## config.mk

```make
export PLATFORM = sky130hd
export DESIGN_NAME = fib_seq_gen
export DESIGN_NICKNAME = d
export VERILOG_FILES = /design/src/rtl/fib_seq_gen_pkg.sv /design/src/rtl/fib_seq_gen_hex_to_seg7.sv /design/src/rtl/fib_seq_gen.sv
export SDC_FILE = /design/constraint.sdc
export NUM_CORES = 1
export LEC_CHECK = 0
export ABC_AREA = 1
export CORE_MARGIN = 5
export CORE_UTILIZATION = 58
export CTS_CLUSTER_DIAMETER = 100
export CTS_CLUSTER_SIZE = 25
export DETAILED_ROUTE_END_ITERATION = 8
export PLACE_DENSITY = 0.79
export SLEW_MARGIN = 15
export SYNTH_ARGS = -nofsm -noshare
export SYNTH_HDL_FRONTEND = slang
export SYNTH_HIERARCHICAL = 1
export SYNTH_SLANG_ARGS = --single-unit
```

## constraint.sdc

```tcl
create_clock -name clk -period 2.8 [get_ports clk]
set_input_delay 0.56 -clock clk [delete_from_list [all_inputs] [get_ports clk]]
set_output_delay 0.56 -clock clk [all_outputs]
set_load 0.05 [all_outputs]
```

## src/rtl/fib_seq_gen_pkg.sv

```systemverilog
// Shared FSM encodings and the active-low hex glyph table for the Fibonacci generator.
// Latency: n/a (constants only).
// Backpressure: n/a.
package fib_seq_gen_pkg;

    typedef enum logic [1:0] {
        ST_IDLE = 2'd0,
        ST_RUN  = 2'd1,
        ST_HALT = 2'd2
    } state_t;

    // Segment order {g,f,e,d,c,b,a}, a lit segment is 0
    localparam logic [6:0] SEG_0 = 7'b1000000;
    localparam logic [6:0] SEG_1 = 7'b1111001;
    localparam logic [6:0] SEG_2 = 7'b0100100;
    localparam logic [6:0] SEG_3 = 7'b0110000;
    localparam logic [6:0] SEG_4 = 7'b0011001;
    localparam logic [6:0] SEG_5 = 7'b0010010;
    localparam logic [6:0] SEG_6 = 7'b0000010;
    localparam logic [6:0] SEG_7 = 7'b1111000;
    localparam logic [6:0] SEG_8 = 7'b0000000;
    localparam logic [6:0] SEG_9 = 7'b0010000;
    localparam logic [6:0] SEG_A = 7'b0001000;
    localparam logic [6:0] SEG_B = 7'b0000011;
    localparam logic [6:0] SEG_C = 7'b1000110;
    localparam logic [6:0] SEG_D = 7'b0100001;
    localparam logic [6:0] SEG_E = 7'b0000110;
    localparam logic [6:0] SEG_F = 7'b0001110;

endpackage

```

## src/rtl/fib_seq_gen_hex_to_seg7.sv

```systemverilog
// One hex nibble to an active-low 7-segment glyph.
// Latency: combinational.
// Backpressure: none.
module hex_to_seg7
    import fib_seq_gen_pkg::*;
(
    input  logic [3:0] nib,
    output logic [6:0] seg
);

    always_comb begin
        seg = SEG_0;
        case (nib)
            4'h0: seg = SEG_0;
            4'h1: seg = SEG_1;
            4'h2: seg = SEG_2;
            4'h3: seg = SEG_3;
            4'h4: seg = SEG_4;
            4'h5: seg = SEG_5;
            4'h6: seg = SEG_6;
            4'h7: seg = SEG_7;
            4'h8: seg = SEG_8;
            4'h9: seg = SEG_9;
            4'hA: seg = SEG_A;
            4'hB: seg = SEG_B;
            4'hC: seg = SEG_C;
            4'hD: seg = SEG_D;
            4'hE: seg = SEG_E;
            default: seg = SEG_F;
        endcase
    end

endmodule

```

## src/rtl/fib_seq_gen.sv

```systemverilog
// Fibonacci term generator: steps on a debounced switch edge or a prescaled auto-run tick.
// Latency: step pin edge sampled at clk edge k shows on value at edge k+2; seg is combinational.
// Backpressure: none; overflow either halts on the last term or wraps to F0.
module fib_seq_gen
    import fib_seq_gen_pkg::*;
#(
    parameter int WIDTH    = 16,
    parameter int IDX_W    = 8,
    parameter int PRESCALE = 50000000,
    localparam int DIGITS  = WIDTH / 4
) (
    input  logic                  clk,
    input  logic                  reset,
    input  logic                  step,
    input  logic                  run,
    input  logic                  mode_wrap,
    input  logic                  restart,
    input  logic                  ovf_clr,
    output logic [WIDTH-1:0]      value,
    output logic [IDX_W-1:0]      index,
    output logic [7*DIGITS-1:0]   seg,
    output logic                  ovf
);

    localparam int PW = (PRESCALE > 1) ? $clog2(PRESCALE) : 1;

    state_t            state;
    logic [WIDTH-1:0]  a_q;
    logic [WIDTH-1:0]  b_q;
    logic [IDX_W-1:0]  idx_q;
    logic [PW-1:0]     presc;
    logic              ovf_q;
    logic              step_s1, step_s2, step_s3;
    logic              run_s1, run_s2;

    logic              step_edge;
    logic              presc_last;
    logic              adv;
    logic [WIDTH:0]    sum;
    logic              carry;

    assign step_edge  = step_s2 & ~step_s3;
    assign presc_last = (presc == PW'(PRESCALE - 1));
    assign adv        = ((state == ST_IDLE) && step_edge) ||
                        ((state == ST_RUN) && run_s2 && presc_last);
    assign sum        = {1'b0, a_q} + {1'b0, b_q};
    assign carry      = sum[WIDTH];

    always_ff @(posedge clk or negedge reset) begin
        if (!reset) begin
            step_s1 <= 1'b0;
            step_s2 <= 1'b0;
            step_s3 <= 1'b0;
            run_s1  <= 1'b0;
            run_s2  <= 1'b0;
        end else begin
            step_s1 <= step;
            step_s2 <= step_s1;
            step_s3 <= step_s2;
            run_s1  <= run;
            run_s2  <= run_s1;
        end
    end

    always_ff @(posedge clk or negedge reset) begin
        if (!reset) begin
            state <= ST_IDLE;
            a_q   <= WIDTH'(1);
            b_q   <= '0;
            idx_q <= '0;
            presc <= '0;
            ovf_q <= 1'b0;
        end else if (restart) begin
            state <= ST_IDLE;
            a_q   <= WIDTH'(1);
            b_q   <= '0;
            idx_q <= '0;
            presc <= '0;
            ovf_q <= 1'b0;
        end else begin
            if (ovf_clr)
                ovf_q <= 1'b0;

            case (state)
                ST_IDLE: if (run_s2) state <= ST_RUN;
                ST_RUN: begin
                    if (!run_s2) begin
                        state <= ST_IDLE;
                        presc <= '0;
                    end else if (presc_last) begin
                        presc <= '0;
                    end else begin
                        presc <= presc + PW'(1);
                    end
                end
                default: state <= ST_HALT;
            endcase

            // Placed after the FSM case so a halting overflow overrides IDLE->RUN
            if (adv) begin
                if (carry) begin
                    ovf_q <= 1'b1;
                    if (mode_wrap) begin
                        a_q   <= WIDTH'(1);
                        b_q   <= '0;
                        idx_q <= '0;
                    end else begin
                        state <= ST_HALT;
                    end
                end else begin
                    a_q   <= b_q;
                    b_q   <= sum[WIDTH-1:0];
                    idx_q <= idx_q + IDX_W'(1);
                end
            end
        end
    end

    assign value = b_q;
    assign index = idx_q;
    assign ovf   = ovf_q;

    for (genvar k = 0; k < DIGITS; k++) begin : g_digit
        hex_to_seg7 u_seg (
            .nib (b_q[4*k+3:4*k]),
            .seg (seg[7*k+6:7*k])
        );
    end

endmodule
```

==> run_1/final_placement.png <==
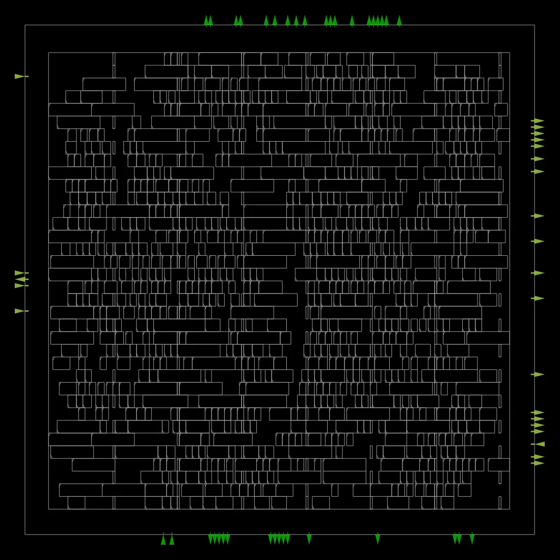
number of fillers in the final layout: 843
post-route core utilization: 69.4%
n_taps: 133

==> run_1/registers.png <==
Other sequential cells in the stronger grey, the rest of the logic in the fainter grey.
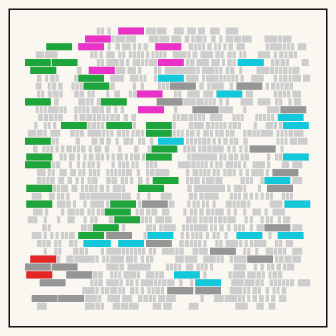
Key: `a_q` = cyan [placed flops 16]; `state` = red [placed flops 2]; `index` = magenta [placed flops 8, where north]; `presc` = green [placed flops 26]
sequential power: 1.09 mW
sequential portion of the cell area: 27.6%

==> qor.txt, run 1 <==
wire length of the first global-routing pass = 23200 um
maximum clock frequency = 384 MHz
Adder Area Share = 10.4%
min cycle time layout = 2.60 ns
Synth Seq Share = 32.4%
count of final setup violators = 0
proportion of power drawn by flip-flops and latches = 47.9%
net switching power of the design = 0.551 mW
number of ports placed on the die boundary = 60
detailed placer's ending HPWL = 10300 um
post-synthesis simple-gate area fraction = 38.5%
layout cells sized above 1 = 8.60%
Peak VDD IR = 285 uV
global placement routability congestion = 0.931
final standard cell area without fillers = 6730 um^2
minimum setup slack in the final design = 0.198 ns
internal power consumption = 1.72 mW
Synth warnings = 6
FP Core Util = 59.0%
detailed-route vias per instance = 5.24
number of slew-limit violations in the final report = 0
xor/xnor share = 2.76%
cell area after synthesis = 5720 um^2
Max-Cap Viols = 0
IO Port Bufs = 59
Hold Crit Class = in2async
vertical die dimension = 109 um
unrepaired setup endpoints after global routing = false
via count of the first global-routing pass = 5259
Top cells excl fill/tap = nand2_1 (351), inv_1 (117), nand3_1 (90), dfrtp_1 (73), nor2_1 (49)
count of state elements after synthesis = 74
area overhead of the layout relative to synthesis = 17.6%
leading cell type in the layout, fill and taps excluded = nand2_1
clock tree from TritonCTS = built
total CTS buffers = 9
Detailed Route Iter0 Violations = 383
Static Leak = 3.70 nW
number of routed nets with antenna violations = 0
maximum buffer depth of the clock tree = 2
startpoint type of the worst setup path = flop
proportion of total power due to net switching = 24.3%
WS Path Type = reg2out
pin count of the biggest net entering global routing = 47
first drt pass iteration count = 7
Worst Max-Slew Pin Slew = 0.588 ns
# DRC = 0
count of unique library cells instantiated by Yosys = 35
highest fanout seen on the critical path = 10
global route total overflow = 0
headroom to the max-slew limit = 60.8%
largest family of logic cells by area = simple AND/OR/NAND/NOR gates
standard-cell row count = 36
crit path capture type = primary output
clock skew = 0.00692 ns
required time at the endpoint of the critical path = 2.24 ns
Latency at later pin = 0.36 ns
total cell area at the placement stage = 6440 um^2
chip width = 109 um
hold buffers post-CTS = 0
post-route fraction of the period consumed by the critical path = 92.9%
instance tally after logic synthesis = 866
Die ar. = 11900 um^2
number of antenna violations at the first check in global routing = 0
pre-CTS WS = 0.210 ns
total inserted antenna cells = 0
fraction of power consumed by combinational cells = 6.8%
total wirelength of the detailed-routed design = 14200 um
clock sink total = 74
chip area from the yosys synthesis statistics = 5720 um^2
AO/OA Area Share = 5.45%
sum of negative setup slack = 0 ns
# H-tree levels = 3
Avg Cell Area, Syn = 6.60 um^2
net count entering floorplan = 920
arrival time of the worst setup path = 2.04 ns
root buf cell = clkbuf_8
post-synthesis mux area share = 0%
number of cells in Yosys stat = 866
tool warning count = 50
status = finished, final reports clean
power density over cell area = 337 nW/um^2
clock share of power = 45.3%
standard cell core area = 9680 um^2
Hold Violations, Final = 0
number of nets in the final layout = 991
clock input transition at the sequential cells of the worst setup and hold paths = 0.09 ns
==> run_1/wire_density.png <==
The die is cut into 22 by 22 equal tiles; black is low, pale yellow is high, scaled to the fullest tile. Values are wire area over tile area, all layers added.
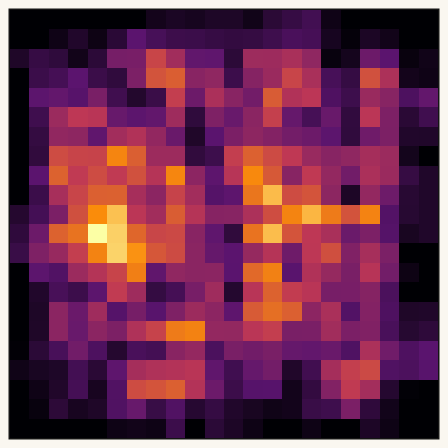
17% of the tiles are over half the peak. The mean over all tiles is 0.19. The fullest tile reaches 0.67. 11% of the tiles are nearly empty.
Via Count: 5630
Global Route Usage Sum: 24.0%
wire per inst: 13.2 um

[run 1: cell type report]
type                       instances  area, um^2  area share [%]
clock buffer                       9         124            1.84
clock inverter                     7         116            1.73
inverter                         121         454            6.75
multi-input combinational        651        3290            48.9
sequential                        74        1850            27.6
tap                              133         166            2.47
timing repair buffer              80         723            10.8
[run 1: critical path, cell delays in order, from the launching register on]
cell           delay, ns
dfrtp_1             0.52
inv_1               0.21
ha_1                0.17
inv_1               0.06
nand2_1             0.08
nand3_1             0.06
nand2_1             0.06
dlygate4sd2_1       0.52
[run 1: final timing paths]
path	from	to	slack [ns]	cells past startpoint
setup / recovery	value[1]	seg[0]	0.20	7
hold / removal	reset	value[6]	0.22	2
setup reg to reg	a_q[0]	index[4]	0.21	14
hold reg to reg	step_s1	step_s2	0.37	0
max in group asynchronous	reset	presc[4]	2.08	2
min in group clk	step_s1	step_s2	0.37	0
[run 1: registers in the layout, summed over array words and instances, names as in the netlist]
register	count
index	8
value	16
step_s2	1
run_s1	1
state	2
presc	26
step_s3	1
a_q	16
step_s1	1
run_s2	1
ovf	1
[run 1: per-layer routing]
layer | share of wire, % | GRT usage, % | vias to the layer above
li1 | - | - | 2843
met1 | 42 | 29.3 | 2586
met2 | 50 | 42.6 | 172
met3 | 6.3 | 4.11 | 29
met4 | 1.9 | 8.28 | 0
met5 | 0 | 0 | -
[run 1: what timing repair did]
action	in CTS	in global routing
buffers inserted	0	0
pin swaps	0	1
gates cloned	0	2
resized	8	8
endpoints found under the setup margin	8	42
[run 1: power groups by stage]
stage / combinational (mW) / sequential (mW) / clock, mW
CTS: 0.146 / 1.09 / 1.05
finish: 0.155 / 1.09 / 1.03
detailed placement: 0.147 / 1.11 / 0
global placement: 0.144 / 1.11 / 0
floorplan: 0.0723 / 1.11 / 0
global route: 0.170 / 1.09 / 1.09
[run 1: synthesized netlist by cell type (all sizes together)]
cell type | n | area share [%]
dfstp | 1 | 0.46
o211ai | 1 | 0.13
nand3b | 1 | 0.13
nand3 | 91 | 8.1
a31oi | 2 | 0.22
o21bai | 1 | 0.13
nor3 | 8 | 0.79
ha | 46 | 10
nand2 | 357 | 24
fa | 1 | 0.35
xor2 | 17 | 2.6
nor3b | 1 | 0.13
or2 | 1 | 0.11
dfrtp | 73 | 32
xnor2 | 1 | 0.15
a21oi | 15 | 1.3
and2 | 3 | 0.33
nand4 | 14 | 1.5
clkbuf | 3 | 0.20
o21ai | 31 | 3.0
inv | 121 | 7.9
buf | 18 | 2.4
nor2 | 53 | 3.8
o22ai | 5 | 0.55
o31ai | 1 | 0.13
[run 1: through the flow]
step / instances / power, mW / hold WS, ns / util, %
after floorplan: 866 / 1.19 / 0.264 / -
after global placement: 1057 / 1.25 / 0.346 / 66.5
after detailed placement: 1057 / 1.25 / 0.343 / 66.5
after CTS: 1073 / 2.28 / 0.232 / 68.9
after global routing: 1075 / 2.35 / 0.259 / 69.4
final: 1075 / 2.27 / 0.220 / 69.4
==> inputs of run 2 (changes only) <==
GPL_TIMING_DRIVEN = 0   (was not set)
==> run_2/final_placement.png <==
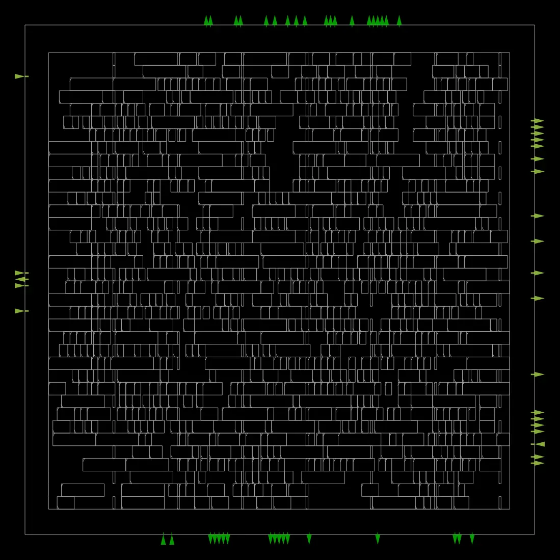
count of non-filler cells in the finished layout: 1074
post-route core utilization: 68.9%
sequential portion of the cell area: 27.8%
standard cell core area: 9680 um^2

==> run_2/port_nets.png <==
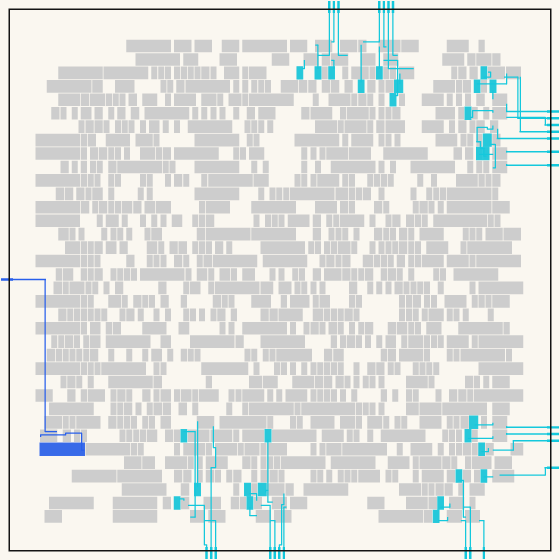
Key: `seg` = cyan [bits 28, direction output, edge 11 east, 10 south, 7 north, end cells 28, buffers 28, wire 461 um]; `ovf` = blue [bits 1, direction output, edge west, end cells 1, buffers 1, wire 52.6 um]
number of ports placed on the die boundary: 60
IO Port Bufs: 59

==> qor.txt, run 2 <==
total cell area at the placement stage = 6500 um^2
layout cells sized above 1 = 6.27%
Max-Cap Viols = 0
number of nets in the final layout = 991
pin count of the biggest net entering global routing = 56
clock sink total = 74
count of unique library cells instantiated by Yosys = 35
minimum setup slack in the final design = 0.141 ns
crit path capture type = primary output
headroom to the max-slew limit = 64.4%
Yosys top cell area share = 31.9%
count of state elements after synthesis = 74
proportion of power drawn by flip-flops and latches = 51.1%
proportion of total power due to net switching = 24.0%
most common library cells after synthesis = nand2_1 (353), inv_1 (117), nand3_1 (90), dfrtp_1 (73), nor2_1 (50)
Dominant flop cell = dfrtp_1
clock input transition at the sequential cells of the worst setup and hold paths = 0.07 ns
Avg Cell Area, Syn = 6.60 um^2
Worst Reg2Reg Path Length in Cells = 13
tool warning count = 50
Reg2Reg Capture Point = a_q[11]
share of flip-flops with an asynchronous set or reset = 100%
# DRC = 0
required time at the endpoint of the critical path = 2.24 ns
Latency at later pin = 0.36 ns
vertical die dimension = 109 um
arrival time of the worst setup path = 2.10 ns
maximum buffer depth of the clock tree = 2
leading cell type in the layout, fill and taps excluded = nand2_1
startpoint of the lowest-slack register-to-register path = a_q[0]
internal power consumption = 1.62 mW
critical path depth = 5
final standard cell area without fillers = 6670 um^2
startpoint type of the worst setup path = flop
launching instance or port of the critical path = value[9]
status = finished, final reports clean
maximum clock frequency = 376 MHz
detailed-route vias per instance = 5.16
Detailed Route Iter0 Violations = 361
synth top area cells = dfrtp_1 (32%), nand2_1 (23%), ha_1 (10%)
detailed placer's ending HPWL = 10400 um
chip area from the yosys synthesis statistics = 5720 um^2
Peak VDD IR = 290 uV
Critical Path Max Stage Delay = 0.56 ns
Hold Crit Class = in2async
cell with the most instances after synthesis = nand2_1
first drt pass iteration count = 5
Slowest-stage cell, CP = dfrtp_1
highest fanout seen on the critical path = 9
number of synthesized flops with an enable pin = 0
Synth Seq Share = 32.4%
root buf cell = clkbuf_8
number of antenna violations at the first check in global routing = 0
total inserted antenna cells = 0
# H-tree levels = 3
clock skew = 0.00864 ns
worst path bufs/invs = 2
Static Leak = 3.69 nW
wire length of the first global-routing pass = 23900 um
top register by number of flip-flops = presc
number of cells in Yosys stat = 866
clock tree from TritonCTS = built
number of slew-limit violations in the final report = 0
post-route fraction of the period consumed by the critical path = 94.9%
Synth warnings = 6
crit-path cells = inv_1 -> ha_1 -> nand3_1 -> nand2_1 -> dlygate4sd2_1
Worst Max-Slew Pin Slew = 0.532 ns
fraction of power consumed by combinational cells = 6.9%
WS Path Type = reg2out
Final Power = 2.13 mW
net count entering floorplan = 920
global route total overflow = 0
count of final setup violators = 0
slack of the worst reg-to-reg path = 0.18 ns
min cycle time layout = 2.66 ns
cell area after synthesis = 5720 um^2
power density over cell area = 319 nW/um^2
Global Route Usage Sum = 24.7%
total CTS buffers = 9
global placement routability congestion = 0.987
wire per inst = 12.7 um
chip width = 109 um
leading area contributor after synthesis = dfrtp_1
pre-CTS WS = 0.110 ns
number of routed nets with antenna violations = 0
CP top delay family = buffers and inverters
area overhead of the layout relative to synthesis = 16.7%
clock share of power = 42.0%
standard-cell row count = 36
instance tally after logic synthesis = 866
Hold Violations, Final = 0
via count of the first global-routing pass = 5412
FP Core Util = 59.0%
Die ar. = 11900 um^2
max reg flops = 26
net switching power of the design = 0.510 mW
worst setup path end = seg[15]
Top cells excl fill/tap = nand2_1 (353), inv_1 (117), nand3_1 (90), dfrtp_1 (72), nor2_1 (50)
unrepaired setup endpoints after global routing = false
==> run_2/met3.png <==
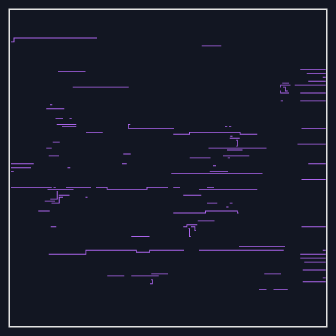
The layer holds 5.0% of the routed length. The longest straight run is 31.3 um.
GR met3 Demand/Resource: 5.58%
Via Count: 5541
total wirelength of the detailed-routed design: 13700 um

-- run 2: cell counts after synthesis --
Identical to the previous run, type by type.
-- run 2: cells by family after synthesis --
family,after synthesis,share of synthesized area (%)
buf+inv,142,10.5
compound gates,56,5.45
xor+xnor,18,2.76
fa+ha+maj,47,10.4
simple gates,529,38.5
flops,74,32.4
-- run 2: per-layer routing --
| metal | vias up | share of wire, % | routed length [um] | track usage, % |
|---|---|---|---|---|
| li1 | 2851 | - | - | - |
| met1 | 2514 | 41 | 5630 | 28.4 |
| met2 | 145 | 52 | 7090 | 45.0 |
| met3 | 31 | 5.0 | 679 | 5.58 |
| met4 | 0 | 2.0 | 271 | 8.99 |
| met5 | - | 0 | 0 | 0 |
-- run 2: power groups by stage --
stage | sequential, mW | clock, mW | combinational [mW]
after floorplan | 1.11 | 0 | 0.0723
after global placement | 1.11 | 0 | 0.144
after detailed placement | 1.11 | 0 | 0.151
after CTS | 1.09 | 0.920 | 0.149
after global routing | 1.09 | 0.967 | 0.162
final | 1.09 | 0.892 | 0.147
-- run 2: how the worst min path moves through the flow --
stage,to,slack (ns),startpoint,cells past startpoint
2_1_floorplan,a_q[10],0.26,reset,0
3_3_place_gp,step_s2,0.34,step_s1,0
3_5_place_dp,run_s2,0.34,run_s1,0
4_1_cts,index[5],0.07,reset,1
5_1_grt,value[6],0.08,reset,1
6_report,value[6],0.08,reset,1
-- run 2: final cells by class --
| class | instances | area [um^2] |
|---|---|---|
| multi-input cells | 650 | 3260 |
| repair buffers | 60 | 576 |
| plain buffers | 21 | 149 |
| clock inverters | 5 | 80.1 |
| clock buffers | 10 | 128 |
| inverters | 121 | 454 |
| well taps | 133 | 166 |
| flip-flops and latches | 74 | 1850 |
| fillers | 845 | 3010 |
-- run 2: repair_timing --
action / CTS / global route
setup buffers: 0 / 0
gates resized: 26 / 20
endpoints found under the setup margin: 26 / 40
hold buffers: 0 / 0
-- run 2: stage by stage --
step                      utilization, %  hold WS (ns)  std cells  TNS (ns)
final                               68.9        0.0799       1074         0
after floorplan                        -         0.264        866         0
after detailed placement            67.1         0.341       1059         0
after global placement              66.9         0.336       1058   -101.66
after global routing                68.9        0.0777       1074         0
after CTS                           68.9        0.0746       1074         0
Power figures rest on the tool's default switching activity, not on a simulated workload.
